**config.mk**
```make
export PLATFORM = sky130hd
export DESIGN_NAME = input_sync_debounce
export DESIGN_NICKNAME = d
export VERILOG_FILES = /design/src/rtl/input_sync_debounce.sv
export SDC_FILE = /design/constraint.sdc
export NUM_CORES = 1
export LEC_CHECK = 0
export ABC_AREA = 0
export ABC_CLOCK_PERIOD_IN_PS = 5000
export CAP_MARGIN = 20
export CORE_UTILIZATION = 46
export DETAILED_ROUTE_END_ITERATION = 6
export GPL_TIMING_DRIVEN = 1
export SYNTH_ARGS = -nofsm -noshare
export SYNTH_HDL_FRONTEND = slang
export SYNTH_SLANG_ARGS = --single-unit
```
**constraint.sdc**
```tcl
create_clock -name clock -period 5 [get_ports clock]
set_input_delay 1 -clock clock [delete_from_list [all_inputs] [get_ports clock]]
set_output_delay 1 -clock clock [all_outputs]
set_load 0.02 [all_outputs]
```
**src/rtl/input_sync_debounce.sv**
```systemverilog
// Multi-channel push-button conditioner.
//
// Synchronises the external reset (asynchronous assert, synchronous release), passes each
// button through a SYNC_STAGES flop chain, then debounces every channel with its own
// stability counter. Each channel produces a debounced level plus one-cycle press and
// release pulses.
//
// Ports:
//   clock       system clock
//   reset_n     asynchronous active-low reset from the board
//   button_in   raw asynchronous buttons, pressed = 0 when ACTIVE_LOW, else pressed = 1
//   reset_s2_n  synchronised active-low reset for downstream logic
//   level       debounced state per channel, 1 = pressed
//   pressed     one-cycle pulse on a debounced press
//   released    one-cycle pulse on a debounced release
module input_sync_debounce #(
  parameter int unsigned NUM_INPUTS      = 4,
  parameter int unsigned SYNC_STAGES     = 2,
  parameter int unsigned DEBOUNCE_CYCLES = 1000000,
  parameter bit          ACTIVE_LOW      = 1'b1
) (
  input  logic                  clock,
  input  logic                  reset_n,
  input  logic [NUM_INPUTS-1:0] button_in,
  output logic                  reset_s2_n,
  output logic [NUM_INPUTS-1:0] level,
  output logic [NUM_INPUTS-1:0] pressed,
  output logic [NUM_INPUTS-1:0] released
);

  localparam int unsigned CntW = $clog2(DEBOUNCE_CYCLES + 1);
  localparam logic [CntW-1:0] CntMax = CntW'(DEBOUNCE_CYCLES - 1);
  localparam logic [CntW-1:0] CntOne = CntW'(1);
  // Idle (released) value of the raw pin, used to preload the synchroniser.
  localparam logic [SYNC_STAGES-1:0] SyncIdle = {SYNC_STAGES{ACTIVE_LOW}};

  // ---------------------------------------------------------------------------
  // Reset synchroniser
  // ---------------------------------------------------------------------------
  logic [1:0] rst_sync_q;

  always_ff @(posedge clock or negedge reset_n) begin
    if (!reset_n) begin
      rst_sync_q <= 2'b00;
    end else begin
      rst_sync_q <= {rst_sync_q[0], 1'b1};
    end
  end

  assign reset_s2_n = rst_sync_q[1];

  // ---------------------------------------------------------------------------
  // Per-channel synchroniser and debounce state
  // ---------------------------------------------------------------------------
  logic [SYNC_STAGES-1:0] sync_q [NUM_INPUTS];
  logic [CntW-1:0]        cnt_q  [NUM_INPUTS];
  logic [CntW-1:0]        cnt_d  [NUM_INPUTS];
  logic [NUM_INPUTS-1:0]  level_q, level_d;
  logic [NUM_INPUTS-1:0]  pressed_q, pressed_d;
  logic [NUM_INPUTS-1:0]  released_q, released_d;
  logic [NUM_INPUTS-1:0]  s;

  always_comb begin
    level_d    = level_q;
    pressed_d  = '0;
    released_d = '0;
    s          = '0;
    for (int i = 0; i < NUM_INPUTS; i++) begin
      cnt_d[i] = cnt_q[i];
      // Normalise polarity so that s = 1 means the button is pressed.
      s[i] = sync_q[i][SYNC_STAGES-1] ^ ACTIVE_LOW;
      if (s[i] == level_q[i]) begin
        // Any sample agreeing with the current level restarts the stability run.
        cnt_d[i] = '0;
      end else if (cnt_q[i] == CntMax) begin
        level_d[i]    = s[i];
        cnt_d[i]      = '0;
        pressed_d[i]  = s[i];
        released_d[i] = ~s[i];
      end else begin
        cnt_d[i] = cnt_q[i] + CntOne;
      end
    end
  end

  always_ff @(posedge clock or negedge reset_s2_n) begin
    if (!reset_s2_n) begin
      for (int i = 0; i < NUM_INPUTS; i++) begin
        sync_q[i] <= SyncIdle;
        cnt_q[i]  <= '0;
      end
      level_q    <= '0;
      pressed_q  <= '0;
      released_q <= '0;
    end else begin
      for (int i = 0; i < NUM_INPUTS; i++) begin
        sync_q[i] <= {sync_q[i][SYNC_STAGES-2:0], button_in[i]};
        cnt_q[i]  <= cnt_d[i];
      end
      level_q    <= level_d;
      pressed_q  <= pressed_d;
      released_q <= released_d;
    end
  end

  assign level    = level_q;
  assign pressed  = pressed_q;
  assign released = released_q;

endmodule

```
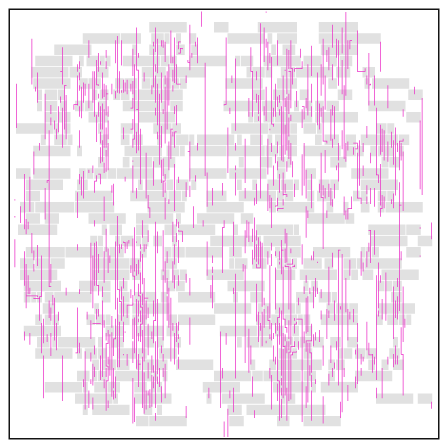
**Above:** met2 routing.
nets with wire on the layer	400
longest straight run	42.2 microns
share of all routed wire	45%

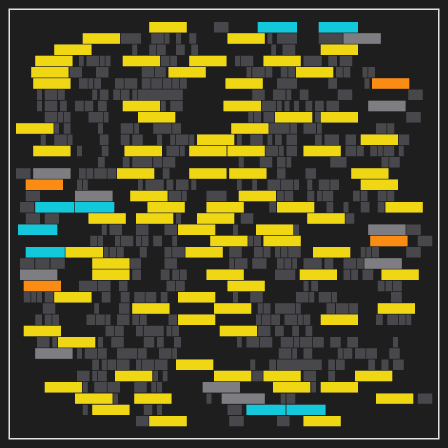
**Above:** sequential cells grouped by signal name.
Other sequential cells in the stronger gray, the rest of the logic in the fainter gray.
signal	color	flops
`released`	orange	4
`cnt_q`	yellow	80
`sync_q`	cyan	8
not colored	10

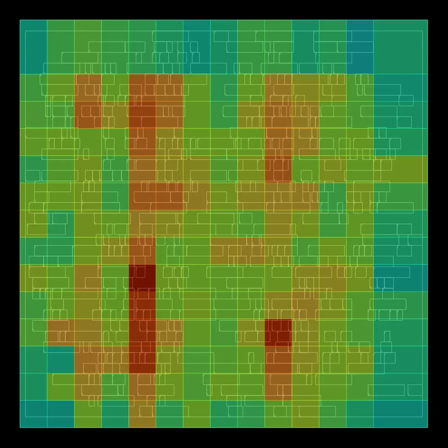
**Above:** congestion heat map.
WL/cell: 13.7 microns
GR peak layer: met2
met1 GRT Util: 25.2%

[cell usage in the layout (no fill, tap or decap), types with 15 or more instances in the layout]
cell type / instances
or4_1: 15
nand4_1: 18
xnor2_1: 35
nand2_1: 32
nand3_1: 25
dfrtp_1: 93
clkdlybuf4s50_1: 18
xor2_1: 19
a21oi_1: 22
nor2_1: 63
o21ai_0: 19
nor3_1: 15
[sequential cells by signal, summed over array words and instances, names as in the netlist]
| signal | cells |
|---|---|
| released | 4 |
| level | 4 |
| sync_q | 8 |
| cnt_q | 80 |
| pressed | 4 |
| rst_sync_q | 2 |
[worst register-to-register path, cell delays in order, from the launching register on]
cell and delay, ns:
dfrtp_1 0.41, ha_1 0.20, nand3_1 0.25, or2_0 0.37, o21ai_1 0.55, buf_4 0.30, nor2_1 0.07
==> changes_impl.md <==
### Implementation results

- FMAX: 0.351 GHz
- Tool warnings: 26
- Yosys cell count: 468
- Final cell count without fillers: 629
- Setup skew after layout: 0.0105 ns
- Fin Hold WS: 0.313 ns
- Int Power: 1.15 mW
- Drt first pass iters: 5
- Max clock buf depth: 2
- RSZ-0062 raised after global routing: false
- Endpoints failing hold: 0
- Pleak: 2.03 nW
- Crit-path max cell delay: 0.77 ns
- Crit. path cell count: 1
- Crit. Startpoint: rst_sync_q[1]
- Worst r2r src: cnt_q[60]
- VDD IR max: 0.128 mV
- Post-Syn Area per Cell: 10.1 sq um
- Post-place instance area: 5060 sq um
- Met3 wire length: 222 microns
- Seq cells post-synth: 102
- Synth Seq Share: 54.2%
- Placement Rows: 36
- Number of routed nets with antenna violations: 0
- Final slew viol count: 0
- Combinational power share: 2.9%
- Max cap viols: 0
- Simple share: 26.0%
- CP max stage cell: dfrtp_4
- Number of nets at the end of the flow: 501
- Mux share: 0%
- Worst Reg-to-Reg Cells: 6
- Post-route DRC violation count: 0
- Total gr overflow: 0
- Top Layer Used: met4
- Via Count: 3433
- Setup Fix Bufs, Post-CTS: 0
- Clock latency on the worst-skew pair: 0.37 ns
- Required time worst endpoint: 4.00 ns
- Starting density of the core: 48.0%
- Status: finished, final reports clean
- Met2 global-route usage: 26.9%
- Combinational Power: 0.0423 mW
- HP Class: reg2async
- Core area: 9860 sq um
- Critical R2R Capture: cnt_q[62]
- Arrival @ worst endpoint: 1.85 ns
- Startpoint types: flop
- Num CTS Buffers: 9
- ANT cells: 0
- Post_cts resized: 0
- Placer congestion estimate: 0.811
- Root buf cell: clkbuf_8
- Setup crit end kind: output port
- Initial antenna violation count: 0
- Clock-net power: 0.576 mW
- Fin Setup TNS: 0 ns
- Hold_buf cts: 0
- Repair and plain buffers: 22
- CTS tree: built
- Clock buffers: 11
- H-tree depth: 3
- Sequential fraction of design power: 58.1%
- Fin area: 5290 sq um
- Largest net degree at the start of global routing: 62
- Endpoints failing setup: 0
- Register Area: 2570 sq um
- GRT Total Usage: 17.8%
- Synth top area share: 49.7%
- Combinational share of cell area: 39.3%
- Data buffer area share: 3.98%
- Tot Pwr: 1.47 mW
- Area delta synth->final: 11.7%
- Async set or reset register ratio after synthesis: 100%
- Tcrit/Tclk final: 56.9%
Power and IR drop assume default switching activity.
